run_1/m1.png
The bar under the picture is 20 um long. Supply wires on this layer in grey.
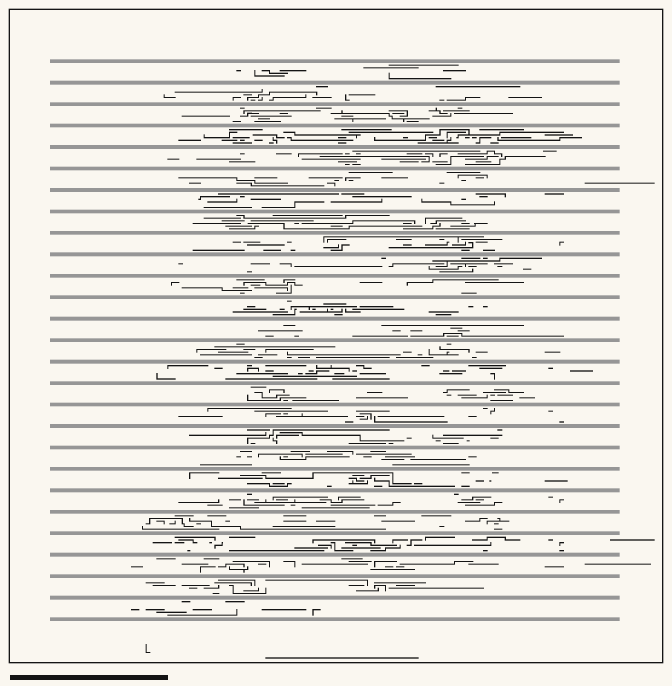
run_1/m2.png
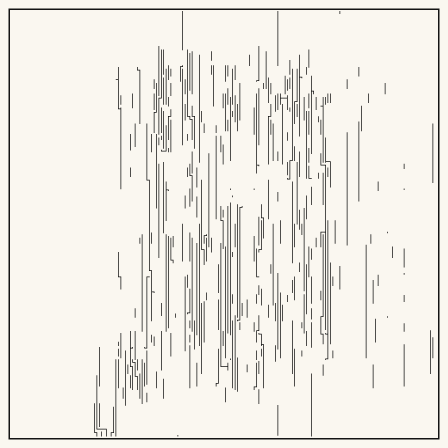
run_1/m3.png
The bar under the picture is 20 um long.
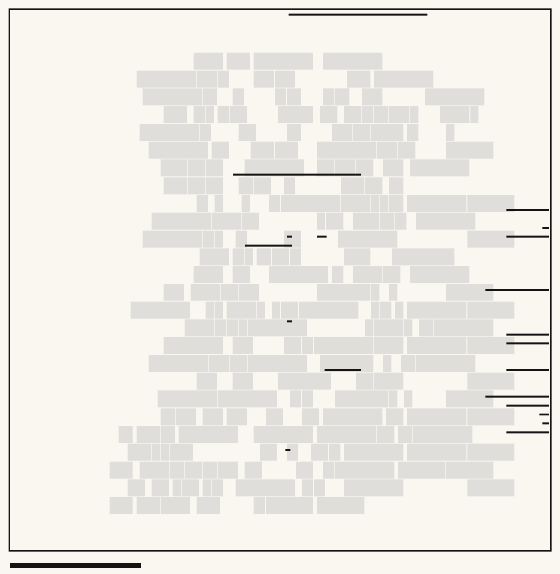
==> src/rtl/braille_pkg.sv <==
// Shared definitions for the Braille cell driver: dot patterns, scan states
// and the BCD range check.
package braille_pkg;

  localparam logic [5:0] PAT_0   = 6'b011010;
  localparam logic [5:0] PAT_1   = 6'b000001;
  localparam logic [5:0] PAT_2   = 6'b000011;
  localparam logic [5:0] PAT_3   = 6'b001001;
  localparam logic [5:0] PAT_4   = 6'b011001;
  localparam logic [5:0] PAT_5   = 6'b010001;
  localparam logic [5:0] PAT_6   = 6'b001011;
  localparam logic [5:0] PAT_7   = 6'b011011;
  localparam logic [5:0] PAT_8   = 6'b010011;
  localparam logic [5:0] PAT_9   = 6'b001010;
  localparam logic [5:0] PAT_NUM = 6'b111100;

  typedef enum logic [1:0] {LOAD, FIRE, GAP} state_e;

  function automatic logic bcd_is_valid(input logic [3:0] d);
    return d <= 4'd9;
  endfunction

endpackage

==> src/rtl/braille_cell_driver_if.sv <==
// Digit stream into the Braille cell driver (valid/ready with frame marker).
interface braille_cell_driver_if;
  logic       in_valid;
  logic       in_ready;
  logic [3:0] in_bcd;
  logic       in_last;

  modport master (output in_valid, in_bcd, in_last, input in_ready);
  modport slave  (input in_valid, in_bcd, in_last, output in_ready);
endinterface

==> src/rtl/braille_digit_enc.sv <==
// Combinational BCD digit to 6-dot Braille pattern; non-BCD codes give a
// blank pattern and raise invalid.
module braille_digit_enc
  import braille_pkg::*;
(
  input  logic [3:0] bcd,
  output logic [5:0] pat,
  output logic       invalid
);

  always_comb begin
    pat = 6'b000000;
    case (bcd)
      4'd0: pat = PAT_0;
      4'd1: pat = PAT_1;
      4'd2: pat = PAT_2;
      4'd3: pat = PAT_3;
      4'd4: pat = PAT_4;
      4'd5: pat = PAT_5;
      4'd6: pat = PAT_6;
      4'd7: pat = PAT_7;
      4'd8: pat = PAT_8;
      4'd9: pat = PAT_9;
      default: pat = 6'b000000;
    endcase
  end

  assign invalid = !bcd_is_valid(bcd);

endmodule

==> src/rtl/braille_cell_driver.sv <==
// Collects a frame of BCD digits, then fires each actuator cell in turn for
// HOLD cycles with a one-cycle break-before-make gap between cells.
module braille_cell_driver
  import braille_pkg::*;
#(
  parameter int CELLS   = 4,
  parameter int HOLD    = 1000,
  parameter int NUM_IND = 1
) (
  input  logic                 clk,
  input  logic                 rst_n,
  braille_cell_driver_if.slave src,
  output logic [CELLS-1:0]     cell_sel,
  output logic [5:0]           dots,
  output logic                 fire,
  output logic                 busy,
  output logic                 err
);

  localparam int CW = $clog2(CELLS);
  localparam int HW = $clog2(HOLD + 1);
  localparam logic [CW-1:0] SLOT_LAST = CW'(CELLS - NUM_IND - 1);
  localparam logic [CW-1:0] CELL_LAST = CW'(CELLS - 1);

  state_e           state_reg, state_next;
  logic [CW-1:0]    slot_reg, cell_reg, wr_idx;
  logic [HW-1:0]    hold_reg;
  logic [5:0]       buf_reg [CELLS];
  logic             ready_reg, busy_reg, fire_reg, err_reg;
  logic [CELLS-1:0] cell_sel_reg, sel_onehot;
  logic [5:0]       dots_reg, cell_pat, enc_pat;
  logic             enc_inv, accept, frame_end;

  braille_digit_enc u_enc (
    .bcd     (src.in_bcd),
    .pat     (enc_pat),
    .invalid (enc_inv)
  );

  assign wr_idx = slot_reg + CW'(NUM_IND);

  genvar gi;
  generate
    for (gi = 0; gi < CELLS; gi++) begin : g_sel
      assign sel_onehot[gi] = (cell_reg == CW'(gi));
    end
  endgenerate

  assign cell_pat = (NUM_IND != 0 && cell_reg == '0) ? PAT_NUM : buf_reg[cell_reg];

  always_comb begin
    state_next = state_reg;
    accept     = 1'b0;
    frame_end  = 1'b0;
    case (state_reg)
      LOAD: begin
        accept    = src.in_valid & ready_reg;
        frame_end = accept & (src.in_last | (slot_reg == SLOT_LAST));
        if (frame_end) state_next = FIRE;
      end
      FIRE: if (hold_reg == '0) state_next = GAP;
      GAP:  state_next = (cell_reg == CELL_LAST) ? LOAD : FIRE;
      default: state_next = LOAD;
    endcase
  end

  // Pin outputs trail the state by one cycle; ready/busy are framed so that
  // the trailing final gap still reads as busy.
  always_ff @(posedge clk or negedge rst_n) begin
    if (!rst_n) begin
      state_reg    <= LOAD;
      slot_reg     <= '0;
      cell_reg     <= '0;
      hold_reg     <= '0;
      ready_reg    <= 1'b0;
      busy_reg     <= 1'b0;
      fire_reg     <= 1'b0;
      err_reg      <= 1'b0;
      cell_sel_reg <= '0;
      dots_reg     <= '0;
      for (int k = 0; k < CELLS; k++) buf_reg[k] <= '0;
    end else begin
      state_reg <= state_next;
      ready_reg <= (state_next == LOAD) && (state_reg == LOAD);
      busy_reg  <= (state_next != LOAD) || (state_reg != LOAD);

      if (accept) begin
        slot_reg <= frame_end ? '0 : slot_reg + CW'(1);
        err_reg  <= (slot_reg == '0) ? enc_inv : (err_reg | enc_inv);
        // First digit of a frame wipes stale patterns from the previous frame.
        for (int k = 0; k < CELLS; k++) begin
          if (CW'(k) == wr_idx) buf_reg[k] <= enc_pat;
          else if (slot_reg == '0) buf_reg[k] <= '0;
        end
      end

      if (state_next == FIRE && state_reg != FIRE) hold_reg <= HW'(HOLD - 1);
      else if (state_reg == FIRE) hold_reg <= hold_reg - HW'(1);

      if (state_reg == GAP) cell_reg <= (cell_reg == CELL_LAST) ? '0 : cell_reg + CW'(1);

      fire_reg     <= (state_reg == FIRE);
      cell_sel_reg <= (state_reg == FIRE) ? sel_onehot : '0;
      dots_reg     <= (state_reg == FIRE) ? cell_pat : '0;
    end
  end

  assign src.in_ready = ready_reg;
  assign cell_sel     = cell_sel_reg;
  assign dots         = dots_reg;
  assign fire         = fire_reg;
  assign busy         = busy_reg;
  assign err          = err_reg;

endmodule

==> src/flat_wrapper.sv <==
// flat-port wrapper written by rule: the top's interface ports become plain ports
module braille_cell_driver_flat import braille_pkg::*;
#(
  parameter int CELLS   = 4,
  parameter int HOLD    = 1000,
  parameter int NUM_IND = 1
)
  (clk, rst_n, cell_sel, dots, fire, busy, err, src_in_valid, src_in_bcd, src_in_last, src_in_ready);
  braille_cell_driver_if src_i ();
  input  logic clk;
  input  logic rst_n;
  output logic [CELLS-1:0] cell_sel;
  output logic [5:0] dots;
  output logic fire;
  output logic busy;
  output logic err;
  input wire logic [$bits(src_i.in_valid)-1:0] src_in_valid;
  input wire logic [$bits(src_i.in_bcd)-1:0] src_in_bcd;
  input wire logic [$bits(src_i.in_last)-1:0] src_in_last;
  output wire logic [$bits(src_i.in_ready)-1:0] src_in_ready;
  assign src_i.in_valid = src_in_valid;
  assign src_i.in_bcd = src_in_bcd;
  assign src_i.in_last = src_in_last;
  assign src_in_ready = src_i.in_ready;
  braille_cell_driver #(.CELLS(CELLS), .HOLD(HOLD), .NUM_IND(NUM_IND)) u_core (.clk(clk), .rst_n(rst_n), .src(src_i), .cell_sel(cell_sel), .dots(dots), .fire(fire), .busy(busy), .err(err));
endmodule
==> config.mk <==
export PLATFORM = sky130hd
export DESIGN_NAME = braille_cell_driver_flat
export DESIGN_NICKNAME = d
export VERILOG_FILES = /design/src/rtl/braille_pkg.sv /design/src/rtl/braille_cell_driver_if.sv /design/src/rtl/braille_digit_enc.sv /design/src/rtl/braille_cell_driver.sv /design/src/flat_wrapper.sv
export SDC_FILE = /design/constraint.sdc
export NUM_CORES = 1
export LEC_CHECK = 0
export CAP_MARGIN = 5
export CORE_MARGIN = 5
export CORE_UTILIZATION = 42
export CTS_BUF_LIST = sky130_fd_sc_hd__clkbuf_4
export DETAILED_ROUTE_END_ITERATION = 10
export PLACE_DENSITY = 0.7
export SLEW_MARGIN = 20
export SYNTH_ARGS = -nofsm -noshare
export SYNTH_HDL_FRONTEND = slang
export SYNTH_SLANG_ARGS = --single-unit
==> constraint.sdc <==
create_clock -name clk -period 1.95 [get_ports clk]
set_clock_uncertainty 0.15 [all_clocks]
set_input_delay 0.39 -clock clk [delete_from_list [all_inputs] [get_ports clk]]
set_output_delay 0.39 -clock clk [all_outputs]
set_load 0.1 [all_outputs]
==> impl_metrics.json, run 1 <==
{
  "synth_top_area_share_pct": 49.7,
  "die_h_um": 82.7,
  "drive_above_1_share_pct": 21.6,
  "rsz0062_at_grt": "false",
  "vias": 1563,
  "slowest_stage": "dfrtp_1",
  "final_util_pct": 54.8,
  "drcViolationCount": 0,
  "htree_levels": 2,
  "ys_seq_share_pct": 49.7,
  "ys_cells": 196,
  "via_per_inst": 5.18,
  "ys_warn_count": 0,
  "edf_count": 0,
  "dpl-instance-area_um2": 2730,
  "common_cells": "44 x dfrtp_1, 17 x o21ai_0, 14 x inv_1",
  "io_buffers": 21,
  "syn_nets": 217,
  "worst-setup-path-type": "reg2reg",
  "cp-start-kind": "flop",
  "cts_tree": "yes",
  "swShare_pct": 24.2,
  "cp_top_family": "AND-OR/OR-AND gates",
  "power_frac_seq_pct": 63.4,
  "slew_headroom_pct": 68.1,
  "cp_data_required_time_ns": 2.06,
  "final_cell_mix": "43 x dfrtp_1, 17 x o21ai_0, 15 x buf_12",
  "place_hpwl_um": 3140,
  "placementRows": 26,
  "holdWs_ns": 0.343,
  "largest_reg_flops": 16,
  "fp_util_pct": 43.4,
  "wl_per_cell_um": 13.6,
  "combPwrFrac_pct": 5.6,
  "clk_pin_slew_ns": 0.13,
  "power.switching_uw": 348,
  "pwr-share-clk_pct": 31.0,
  "grt_pass1_wl_um": 7130,
  "cp-end-kind": "flop",
  "syn_inst": 196,
  "fin_cells": 302,
  "hold_buffers": 1,
  "warnings": 35,
  "worst-path-buf-inv": 1,
  "cts_buffers": 5,
  "ios": 22,
  "pre_cts_slack_ns": -0.151,
  "fin_crit_ns": 1.77,
  "p_per_area_nw_per_um2": 514,
  "max_stage_delay_ns": 0.41,
  "top_cells_by_area": "dfrtp_1 50%, ha_1 7.3%, mux4_2 4.1%, o21ai_0 3.8%, o2bb2ai_1 3.2%",
  "first_iter_violations": 58,
  "design_area_um2": 2800,
  "place.gp.congestion": 0.847,
  "fp.dieW_um": 82.7,
  "postCtsSetupBuffers": 0,
  "antennaDiodeCount": 0,
  "most_common_cell": "dfrtp_1",
  "fin_crit_sh_pct": 91.0,
  "placed_cells": 293,
  "vdd_drop_max_v": 0.000174,
  "setup_viol": 0,
  "status": "finished, final reports clean",
  "ys_chip_area_um2": 2220,
  "synth.avg_cell_area_um2": 11.3,
  "finalHoldViolCount": 0,
  "cap_violations": 0,
  "flop_cell": "dfrtp_1",
  "synth.distinct_cells": 44,
  "cts.sinks": 44,
  "die_area_um2": 6830,
  "fin_tns_setup_ns": 0
}
## Picture notes: m1.png
longest straight run = 20.2 um
share of all routed wire = 48%
wire length on this layer = 1970 um
nets with wire on the layer = 219

## Picture notes: m2.png
main direction = vertical
nets with wire on the layer = 194
M2 GR Usage: 20.5%
final wirelength: 4120 um

## Picture notes: m3.png
nets with wire on the layer = 15
longest straight run = 20.9 um
main direction = horizontal
wire length on this layer = 119 um
share of all routed wire = 2.9%

-- run 1: final cells by class --
cell class,count,area (um^2),area share (%)
Timing Repair Buffer,36,473,16.9
Clock buffer,5,37.5,1.34
Sequential cell,44,1100,39.4
Tap cell,70,87.6,3.13
Inverter,14,52.6,1.88
Multi-Input combinational cell,130,1020,36.5
Clock inverter,3,23.8,0.849
-- run 1: layer usage --
metal	vias to the layer above	part of all wire, %	GRT usage (%)
met4	0	2.0	5.23
met1	749	48	19.4
met2	22	47	20.5
li1	785	-	-
met5	-	0	0
met3	7	2.9	2.71
-- run 1: power groups by stage --
stage | clock [uW] | combinational [uW] | sequential, uW
after detailed placement | 0 | 81.1 | 930
final | 446 | 80.7 | 912
after floorplan | 0 | 24.7 | 930
after CTS | 465 | 82.5 | 912
after global placement | 0 | 80.4 | 930
after global routing | 508 | 90.1 | 913
-- run 1: cell families (layout without fill, tap and decap cells) --
| logic type | count (synthesis) | count (layout) | synth area share [%] |
|---|---|---|---|
| fa+ha+maj | 13 | 13 | 7.34 |
| compound gates | 54 | 54 | 16.8 |
| buf+inv | 22 | 58 | 4.23 |
| xor+xnor | 2 | 2 | 0.790 |
| simple gates | 53 | 53 | 15.3 |
| flops | 44 | 44 | 49.7 |
| mux | 8 | 8 | 5.93 |
-- run 1: path summary, 6_finish.rpt --
check	depth (start not counted)	to	slack [ns]	startpoint
max in group asynchronous	3	u_core.src.in_ready	1.06	rst_n
worst min register to register	1	u_core.hold_reg[8]	0.34	u_core.hold_reg[8]
worst max-delay path	5	u_core.hold_reg[2]	0.18	u_core.slot_reg[0]
worst max register to register	5	u_core.hold_reg[2]	0.18	u_core.slot_reg[0]
min in group asynchronous	3	u_core.buf_reg[15]	0.36	rst_n
worst min-delay path	1	u_core.hold_reg[8]	0.34	u_core.hold_reg[8]
## Run 2: what changed since run 1
- SLEW_MARGIN: 20 -> 10
run_2/m1.png
The bar under the picture is 20 um long. Supply wires on this layer in grey.
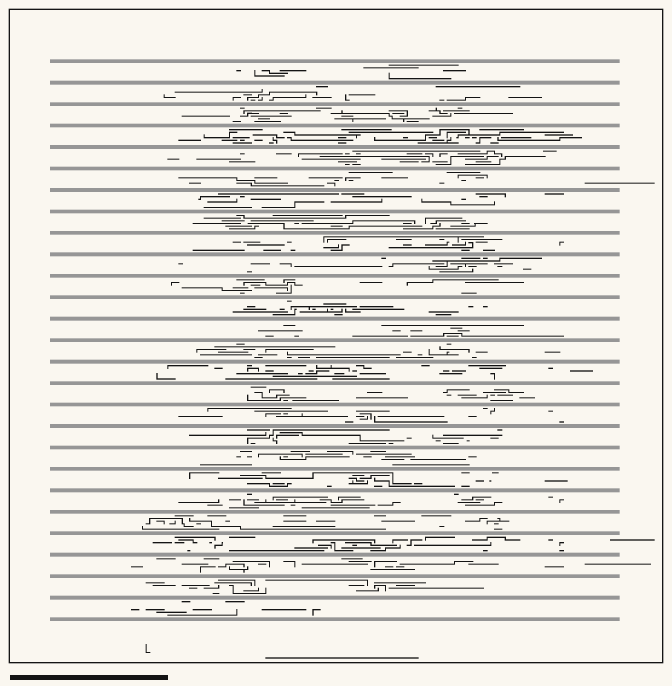
share of all routed wire = 48%
nets with wire on the layer = 219
met1 Resource Use GR: 19.4%
total number of vias: 1563

==> run 2 against run 1 <==
Register-to-register slack barely moved. Critical path type unchanged. Largest power group unchanged. Highest routed layer unchanged. Critical path depth did not move. Combinational power barely moved. Cell area did not move. Maximum frequency did not move.
==> impl_metrics.json, run 2 <==
{
  "max_stage_delay_ns": 0.41,
  "warnings": 35,
  "placementRows": 26,
  "ios": 22,
  "cts.sinks": 44,
  "reg2reg_to": "u_core.hold_reg[2]",
  "cp_data_required_time_ns": 2.06,
  "vdd_drop_max_v": 0.000174,
  "cts_tree": "yes",
  "wl_met3_um": 119,
  "cap_violations": 0,
  "syn_inst": 196,
  "crit_path_start": "u_core.slot_reg[0]",
  "top_cells_by_area": "dfrtp_1 50%, ha_1 7.3%, mux4_2 4.1%, o21ai_0 3.8%, o2bb2ai_1 3.2%",
  "most_common_cell": "dfrtp_1",
  "drive_above_1_share_pct": 21.6,
  "fp_util_pct": 43.4,
  "final_cell_mix": "43 x dfrtp_1, 17 x o21ai_0, 15 x buf_12",
  "setup_viol": 0,
  "use_met2_pct": 20.5,
  "top_usage_layer": "met2",
  "synth.avg_cell_area_um2": 11.3,
  "antennaDiodeCount": 0,
  "reg2reg_from": "u_core.slot_reg[0]",
  "common_cells": "44 x dfrtp_1, 17 x o21ai_0, 14 x inv_1",
  "ys_chip_area_um2": 2220,
  "via_per_inst": 5.18,
  "wl_met2_um": 1950,
  "fin_tns_setup_ns": 0,
  "place_hpwl_um": 3140,
  "clk_pin_slew_ns": 0.13,
  "grt_pass1_wl_um": 7130,
  "wl_per_cell_um": 13.6,
  "worst-setup-path-type": "reg2reg",
  "fp.dieW_um": 82.7,
  "ys_seq_share_pct": 49.7,
  "cp-start-kind": "flop",
  "first_iter_violations": 58,
  "io_buffers": 21,
  "min_to": "u_core.hold_reg[8]",
  "die_area_um2": 6830,
  "fin_crit_ns": 1.77,
  "flop_cell": "dfrtp_1",
  "synth.distinct_cells": 44,
  "slew_headroom_pct": 68.1,
  "reg2reg_depth": 5,
  "holdWs_ns": 0.343,
  "rsz0062_at_grt": "false",
  "place.gp.congestion": 0.847,
  "min_from": "u_core.hold_reg[8]",
  "finalHoldViolCount": 0,
  "hold_depth": 1,
  "cp-end-kind": "flop",
  "wl_met1_um": 1970,
  "drcViolationCount": 0,
  "htree_levels": 2,
  "status": "finished, final reports clean",
  "grt_use_met3_pct": 2.71,
  "edf_count": 0,
  "fin_crit_sh_pct": 91.0,
  "r2r_slack_ns": 0.18,
  "ys_warn_count": 0,
  "slowest_stage": "dfrtp_1",
  "cp-endpoint": "u_core.hold_reg[2]",
  "cts_buffers": 5,
  "ys_seq_elements": 44,
  "wl_um": 4120,
  "synth_top_area_share_pct": 49.7,
  "routed.top_layer": "met4",
  "die_h_um": 82.7
}
==> run 2: cell counts after synthesis <==
Identical to the previous run, type by type.
==> run 2: kinds of logic (layout without fill, tap and decap cells) <==
logic type,after synthesis,after routing,synth area share (%)
compound gates,54,54,16.8
xor+xnor,2,2,0.790
fa+ha+maj,13,13,7.34
buf+inv,22,58,4.23
flops,44,44,49.7
mux,8,8,5.93
simple gates,53,53,15.3
==> run 2: worst max-delay path, delay by kind of cell (launching register included) <==
kind,cells,cell delay [ns]
compound gates,2,0.56
flops,1,0.41
fa+ha+maj,1,0.20
buf+inv,1,0.07
simple gates,1,0.30
==> run 2: repair_timing <==
action	CTS	global route
hold buffers	1	0
endpoints found under the hold margin	44	0
buffers inserted	0	0
==> run 2: metrics by stage <==
stage	total power (uW)	util [%]	area [um^2]	cells	worst slack, ns
6_report	1440	54.8	2800	302	0.176
5_1_grt	1510	54.8	2800	302	0.0730
4_1_cts	1460	54.8	2800	302	0.172
3_5_place_dp	1010	53.4	2730	293	-0.151
3_3_place_gp	1010	53.4	2730	293	-0.119
2_1_floorplan	955	-	2220	196	0.0694
==> run 2: power breakdown <==
part | total (uW) | leakage, uW | internal (uW) | switching (uW)
Combinational | 80.7 | 0.000633 | 36.7 | 44.0
Sequential | 912 | 0.000541 | 912 | 0
Clock | 446 | 0.0000274 | 142 | 304
==> run 2: layout make-up <==
class / count / area (um^2)
inverter: 14 / 52.6
multi-input combinational: 130 / 1020
tap: 70 / 87.6
timing repair buffer: 36 / 473
sequential: 44 / 1100
fill: 415 / 2310
clock inverter: 3 / 23.8
clock buffer: 5 / 37.5
## Run 3: what changed since run 2
- CORE_MARGIN: 5 -> unset
run_3/clock_nets.png
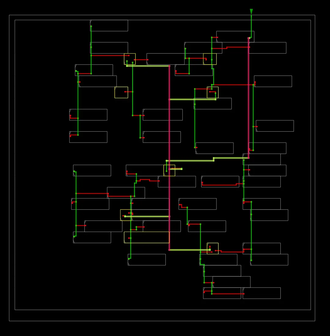
Seq cells: 44
clock network power: 584 uW
clock latency on the worst-skew pair: 0.37 ns
clock sinks: 44
CTS buffer count: 5

==> run 3 against run 2 <==
Clock-buffer cell count is the same. Combinational power is 4.2% higher. Maximum frequency is 0.48% higher. First-iteration DRC count is 140% higher. Largest power group unchanged. Highest routed layer unchanged.
==> impl_metrics.json, run 3 <==
{
  "vias": 1604,
  "antenna_found_initial": 0,
  "ys_seq_elements": 44,
  "syn_inst": 196,
  "wl_per_cell_um": 14.1,
  "wl_met2_um": 2120,
  "die_area_um2": 5570,
  "synth.distinct_cells": 44,
  "top_usage_layer": "met2",
  "power.switching_uw": 355,
  "fin_cells": 303,
  "status": "finished, final reports clean",
  "cts_tree": "yes",
  "cp_top_family": "AND-OR/OR-AND gates",
  "fin_crit_ns": 1.77,
  "ys_cells": 196,
  "via_per_inst": 5.29,
  "routed.top_layer": "met4",
  "p_per_area_nw_per_um2": 558,
  "pwr-share-clk_pct": 36.9,
  "ys_warn_count": 0,
  "largest_reg_flops": 16,
  "syn_nets": 217,
  "use_met1_pct": 22.3,
  "worst-path-buf-inv": 2,
  "lay_top_count": "dfrtp_1",
  "fin_tns_setup_ns": 0,
  "placed_cells": 294,
  "die_h_um": 74.7,
  "ys_sh_simple_pct": 15.3,
  "ys_chip_area_um2": 2220,
  "most_common_cell": "dfrtp_1",
  "synth.avg_cell_area_um2": 11.3,
  "htree_levels": 2,
  "synth_top_area_share_pct": 49.7,
  "place.gp.congestion": 0.798,
  "ios": 22,
  "first_iter_violations": 141,
  "warnings": 35,
  "wl_met3_um": 152,
  "place_hpwl_um": 3270,
  "aoi_share_pct": 16.8,
  "setup_viol": 0,
  "ys_seq_share_pct": 49.7,
  "worst-setup-path-type": "in2reg",
  "combPwrFrac_pct": 5.3,
  "xor_share_pct": 0.790,
  "p_int_uw": 1220,
  "fp.dieW_um": 74.7,
  "grt_pass1_wl_um": 7180,
  "io_buffers": 21,
  "slowest_stage": "clkdlybuf4s50_1",
  "top_cells_by_area": "dfrtp_1 50%, ha_1 7.3%, mux4_2 4.1%, o21ai_0 3.8%, o2bb2ai_1 3.2%",
  "ys_sh_mux_pct": 5.93,
  "swShare_pct": 22.5,
  "rsz0062_at_grt": "false",
  "cp_data_required_time_ns": 2.07,
  "worst-path-stages": 5,
  "final_util_pct": 55.4,
  "power_frac_seq_pct": 57.7,
  "clk_pin_slew_ns": 0.13,
  "core_area_um2": 5110,
  "use_met2_pct": 28.3,
  "reg2reg_depth": 5,
  "drcViolationCount": 0,
  "flop_cell": "dfrtp_1",
  "wl_met1_um": 1900,
  "drive_above_1_share_pct": 21.9,
  "edf_count": 0,
  "antennaDiodeCount": 0,
  "placementRows": 26,
  "synth.comb.largest_family": "AND-OR/OR-AND gates",
  "max_stage_delay_ns": 0.50,
  "grt_use_met3_pct": 4.15,
  "fin_crit_sh_pct": 90.6,
  "wl_um": 4280,
  "fp_util_pct": 43.4,
  "vdd_drop_max_v": 0.000259,
  "yosys.area.top_type": "dfrtp_1",
  "final_cell_mix": "43 x dfrtp_1, 17 x o21ai_0, 15 x buf_12",
  "finalHoldViolCount": 0,
  "cap_violations": 0,
  "ys_sh_adder_pct": 7.34,
  "dpl-instance-area_um2": 2740,
  "slew_headroom_pct": 63.7,
  "cp-start-kind": "input pin",
  "cp-end-kind": "flop",
  "holdWs_ns": 0.324,
  "common_cells": "44 x dfrtp_1, 17 x o21ai_0, 14 x inv_1",
  "design_area_um2": 2830
}
==> run 3: cell counts after synthesis <==
Identical to the previous run, type by type.
==> run 3: timing repair <==
| action | 4_1_cts | 5_1_grt |
|---|---|---|
| endpoints found under the hold margin | 19 | 0 |
| buffers inserted | 0 | 0 |
| hold buffers | 1 | 0 |
==> run 3: through the flow <==
step           total power [uW]  setup WS (ns)
2_1_floorplan               955         0.0694
3_3_place_gp               1010         -0.116
3_5_place_dp               1010         -0.174
4_1_cts                    1590          0.172
5_1_grt                    1640          0.111
6_report                   1580          0.184
==> run 3: final cells by class <==
type                       count  area [um^2]
sequential                    44         1100
multi-input combinational    130         1020
clock buffer                   5         37.5
timing repair buffer          37          480
fill                         434         2280
inverter                      14         52.6
clock inverter                 3         47.5
tap                           70         87.6
==> run 3: final timing paths <==
path	from	end	slack, ns
max	src_in_bcd[0]	u_core.buf_reg[21]	0.18
min	rst_n	u_core.hold_reg[2]	0.32
max reg2reg	u_core.slot_reg[0]	u_core.hold_reg[2]	0.19
min reg2reg	u_core.hold_reg[8]	u_core.hold_reg[8]	0.35
max in group asynchronous	rst_n	u_core.src.in_ready	0.83
min in group clk	u_core.hold_reg[8]	u_core.hold_reg[8]	0.35
==> run 3: logic make-up (layout without fill, tap and decap cells) <==
kind of cell | count (synthesis) | in the layout
xor+xnor | 2 | 2
fa+ha+maj | 13 | 13
simple gates | 53 | 53
buf+inv | 22 | 59
mux | 8 | 8
flops | 44 | 44
compound gates | 54 | 54
==> run 3: power by group through the flow <==
stage,sequential [uW],clock (uW),combinational (uW)
2_1_floorplan,930,0,24.7
3_3_place_gp,930,0,83.0
3_5_place_dp,930,0,84.6
4_1_cts,912,595,86.0
5_1_grt,913,634,94.6
6_report,912,584,84.1
Power and IR drop assume default switching activity.
